--- src/rtl/pixel_decoder128.sv ---
// Readout-side decoder for the 128-pixel hit encoder.
// Drains 128 address words per frame and rebuilds the hit map.
module pixel_decoder128 #(
    parameter int NWORDS = 128,
    parameter int NPIX   = 128
) (
    input  logic            clk,
    input  logic            reset_n,
    input  logic            full_in,
    input  logic            empty_in,
    input  logic [7:0]      addr_in,
    output logic            readout,
    output logic [NPIX-1:0] hitmap,
    output logic [7:0]      hit_count,
    output logic            frame_valid,
    input  logic            frame_ack,
    output logic            err_short
);

    typedef enum logic [1:0] {
        IDLE,
        READ,
        DRAIN,
        HOLD
    } state_t;

    state_t          state_q, state_d;
    logic            readout_q, readout_d;
    logic [6:0]      cnt_q, cnt_d;
    logic            fv_q, fv_d;
    logic            err_q, err_d;
    logic            clr;

    logic            rd_d1_q, rd_d1_d;
    logic            cap_vld_q, cap_vld_d;
    logic [7:0]      cap_word_q, cap_word_d;

    logic [NPIX-1:0] hitmap_q, hitmap_d;
    logic [7:0]      count_q, count_d;
    logic [6:0]      idx;

    // Frame control: arm on full, issue NWORDS strobes, drain, hold.
    always_comb begin
        state_d   = state_q;
        readout_d = readout_q;
        cnt_d     = cnt_q;
        fv_d      = fv_q;
        err_d     = err_q;
        clr       = 1'b0;
        unique case (state_q)
            IDLE: begin
                readout_d = 1'b0;
                fv_d      = 1'b0;
                if (full_in && !fv_q) begin
                    clr       = 1'b1;
                    cnt_d     = '0;
                    readout_d = 1'b1;
                    state_d   = READ;
                end
            end
            READ: begin
                if (readout_q) begin
                    cnt_d = cnt_q + 7'd1;
                end
                if (cnt_q == 7'(NWORDS - 1)) begin
                    readout_d = 1'b0;
                    state_d   = DRAIN;
                end else if (!full_in) begin
                    readout_d = 1'b0;
                    err_d     = 1'b1;
                    state_d   = DRAIN;
                end else begin
                    readout_d = 1'b1;
                end
            end
            DRAIN: begin
                readout_d = 1'b0;
                state_d   = HOLD;
            end
            HOLD: begin
                readout_d = 1'b0;
                fv_d      = 1'b1;
                if (fv_q && frame_ack) begin
                    fv_d    = 1'b0;
                    state_d = IDLE;
                end
            end
            default: begin
                readout_d = 1'b0;
                fv_d      = 1'b0;
                state_d   = IDLE;
            end
        endcase
    end

    // Encoder words appear one cycle after the strobe; rd_d1 marks them.
    always_comb begin
        rd_d1_d    = readout_q;
        cap_vld_d  = rd_d1_q;
        cap_word_d = cap_word_q;
        if (rd_d1_q) begin
            cap_word_d = addr_in;
        end
    end

    // Set the addressed pixel; count only first-time hits, saturating.
    always_comb begin
        hitmap_d = hitmap_q;
        count_d  = count_q;
        idx      = {cap_word_q[7:4], cap_word_q[2:0]};
        if (clr) begin
            hitmap_d = '0;
            count_d  = '0;
        end else if (cap_vld_q && cap_word_q[3] && !hitmap_q[idx]) begin
            hitmap_d[idx] = 1'b1;
            if (count_q < 8'(NPIX)) begin
                count_d = count_q + 8'd1;
            end
        end
    end

    // State and datapath registers.
    always_ff @(posedge clk or negedge reset_n) begin
        if (!reset_n) begin
            state_q    <= IDLE;
            readout_q  <= 1'b0;
            cnt_q      <= '0;
            fv_q       <= 1'b0;
            err_q      <= 1'b0;
            rd_d1_q    <= 1'b0;
            cap_vld_q  <= 1'b0;
            cap_word_q <= '0;
            hitmap_q   <= '0;
            count_q    <= '0;
        end else begin
            state_q    <= state_d;
            readout_q  <= readout_d;
            cnt_q      <= cnt_d;
            fv_q       <= fv_d;
            err_q      <= err_d;
            rd_d1_q    <= rd_d1_d;
            cap_vld_q  <= cap_vld_d;
            cap_word_q <= cap_word_d;
            hitmap_q   <= hitmap_d;
            count_q    <= count_d;
        end
    end

    assign readout     = readout_q;
    assign hitmap      = hitmap_q;
    assign hit_count   = count_q;
    assign frame_valid = fv_q;
    assign err_short   = err_q;

    // After a complete 128-word drain the counter has wrapped to zero
    // and the encoder must be reporting empty.
    a_empty_after_last: assert property (
        @(posedge clk) disable iff (!reset_n)
        (state_q == DRAIN && cnt_q == 7'd0) |-> empty_in
    );

endmodule
--- config.mk ---
export PLATFORM = sky130hd
export DESIGN_NAME = pixel_decoder128
export DESIGN_NICKNAME = d
export VERILOG_FILES = /design/src/rtl/pixel_decoder128.sv
export SDC_FILE = /design/constraint.sdc
export NUM_CORES = 1
export LEC_CHECK = 0
export ABC_AREA = 1
export CORE_MARGIN = 1
export CORE_UTILIZATION = 57
export CTS_CLUSTER_DIAMETER = 40
export CTS_CLUSTER_SIZE = 20
export DETAILED_ROUTE_END_ITERATION = 8
export PLACE_DENSITY = 0.86
export SLEW_MARGIN = 25
export SYNTH_ARGS = -nofsm -noshare
export SYNTH_HDL_FRONTEND = slang
export SYNTH_SLANG_ARGS = --single-unit
--- constraint.sdc ---
create_clock -name clk -period 5.65 [get_ports clk]
set_input_delay 1.13 -clock clk [delete_from_list [all_inputs] [get_ports clk]]
set_output_delay 1.13 -clock clk [all_outputs]
set_load 0.03 [all_outputs]
gates.png
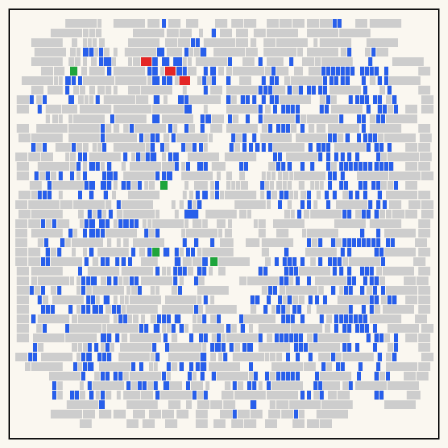
red -> xor and xnor cells  # cells 3, most used xor2_1
green -> and/or cells  # cells 4, most used or2_1
blue -> nand cells  # cells 608, most used nand2_1, where all over the die
logic share of the area: 0.354
most numerous logic cell after layout: nand2_1
Finished Layout Cells: 1483

congestion_map.png
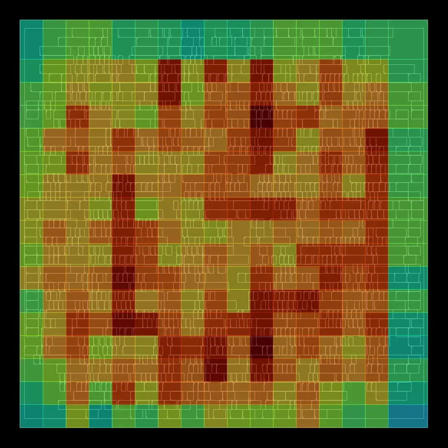
busiest grt layer: met2
WL per Instance: 16.6 um
GR Layer Usage met2: 0.541

layers.png
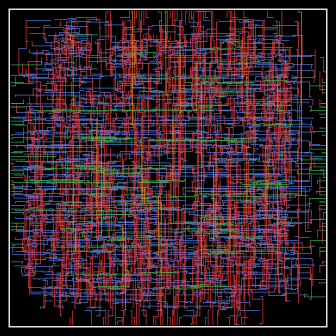
orange -> M4  # wire length 853 um
green -> M3  # wire length 2050 um
blue -> M1  # wire length 9940 um
red -> M2  # wire length 11700 um

==> results.txt <==
yosys + openroad results -> yosys synthesis chip area=0.00823 sq mm, outcome=finished clean, hold_sp=readout$_DFF_PN0_, Min Hold Slack=427 ps, Max-Cap Viols=0, vias in the first global route=7756, met1 wire length=9940 um, All-Layer GR Usage=0.342, # IOs=152, Max-area cell share=0.480, Hold Crit Class=flip-flop to flip-flop, met1 usage=0.451, top cells, area=dfrtp_1 48%, nand2_1 25%, o21ai_1 8.0%, Worst Hold End=cap_vld_d$_DFF_PN0_, Simple Share, Synth=0.330, Top Metal Used=met4, ao+oa area frac=0.0949, CP Data Arrival Time=3970 ps, diode count=0, Slew Viols, Final=0, maximum fanout along the worst path=72, vias per cell=5.58, floorplan core density=0.588, Hold Path Stages=0, setup TNS=0 ps, pwr/cell area=420 mW/mm^2, Final nets=1309, clock root buffer=clkbuf_16, synthesized area=0.00823 sq mm, total CTS buffers=17, Syn. warnings=0, CP Launch Type=flip-flop, Worst Tran Pin Value=1160 ps, RSZ-0062 raised after global routing=no, dpl hpwl=15000 um, clk buf depth=2, clock sinks=158, Leak=4.62 nW, FMAX=270 MHz, R2R cell count=14, cell total in the yosys stat output=1170, post_cts resized=0, RePlAce Congestion=0.849, register area=0.00396 sq mm, end of the critical path=hitmap[108]$_DFFE_PN0P_, Max transition margin=0.227, post-CTS repair timing setup buffer count=0, final hold violation count=0, CORE AREA=0.0140 sq mm
## critical path, cell delays in order (launching register included)
cell and delay (ps):
dfrtp_1 880, inv_2 350, nor2_2 550, nand3_1 170
nand2_1 110, nor2_1 40, nor2_1 80, nor2_1 60
nand2_1 90, nand2_1 80, nand3_1 130, nor2_4 80
nand2_4 60, buf_4 640, o21ai_1 150
## registers in the layout (all words and copies together), names as in the netlist
signal / cells
cap_vld_d: 1
readout: 1
hit_count: 8
err_short: 1
cap_word_q: 8
cnt_q: 7
hitmap: 128
state_q: 2
cap_vld_q: 1
frame_valid: 1
## through the flow
| step | power (mW) | cell area [sq um] | setup slack [ps] | std cells | util |
|---|---|---|---|---|---|
| global route | 4.55 | 10300 | 1840 | 1483 | 0.736 |
| floorplan | 2.62 | 8230 | 3490 | 1170 | - |
| CTS | 4.29 | 10300 | 2070 | 1483 | 0.736 |
| detailed placement | 3.20 | 9740 | 2100 | 1451 | 0.696 |
| finish | 4.33 | 10300 | 1950 | 1483 | 0.736 |
| global placement | 3.16 | 9740 | 2170 | 1451 | 0.696 |
## report_power, final
part / switching (mW) / internal, mW
sequential: 0.185 / 1.28
combinational: 1.32 / 0.458
clock: 0.446 / 0.648
## kinds of logic after synthesis
family / Yosys count
muxes: 1
and+or+nand+nor: 695
adders and majority gates: 6
DFF: 158
buffers and inverters: 152
xor gates and xnor gates: 3
AOI/OAI and AO/OA: 155
## cell type report
class / count / area share
sequential: 158 / 0.384
multi-input combinational: 860 / 0.354
timing repair buffer: 157 / 0.151
clock buffer: 25 / 0.0481
inverter: 96 / 0.0352
tap: 180 / 0.0219
clock inverter: 7 / 0.00583
Power figures rest on the tool's default switching activity, not on a simulated workload.
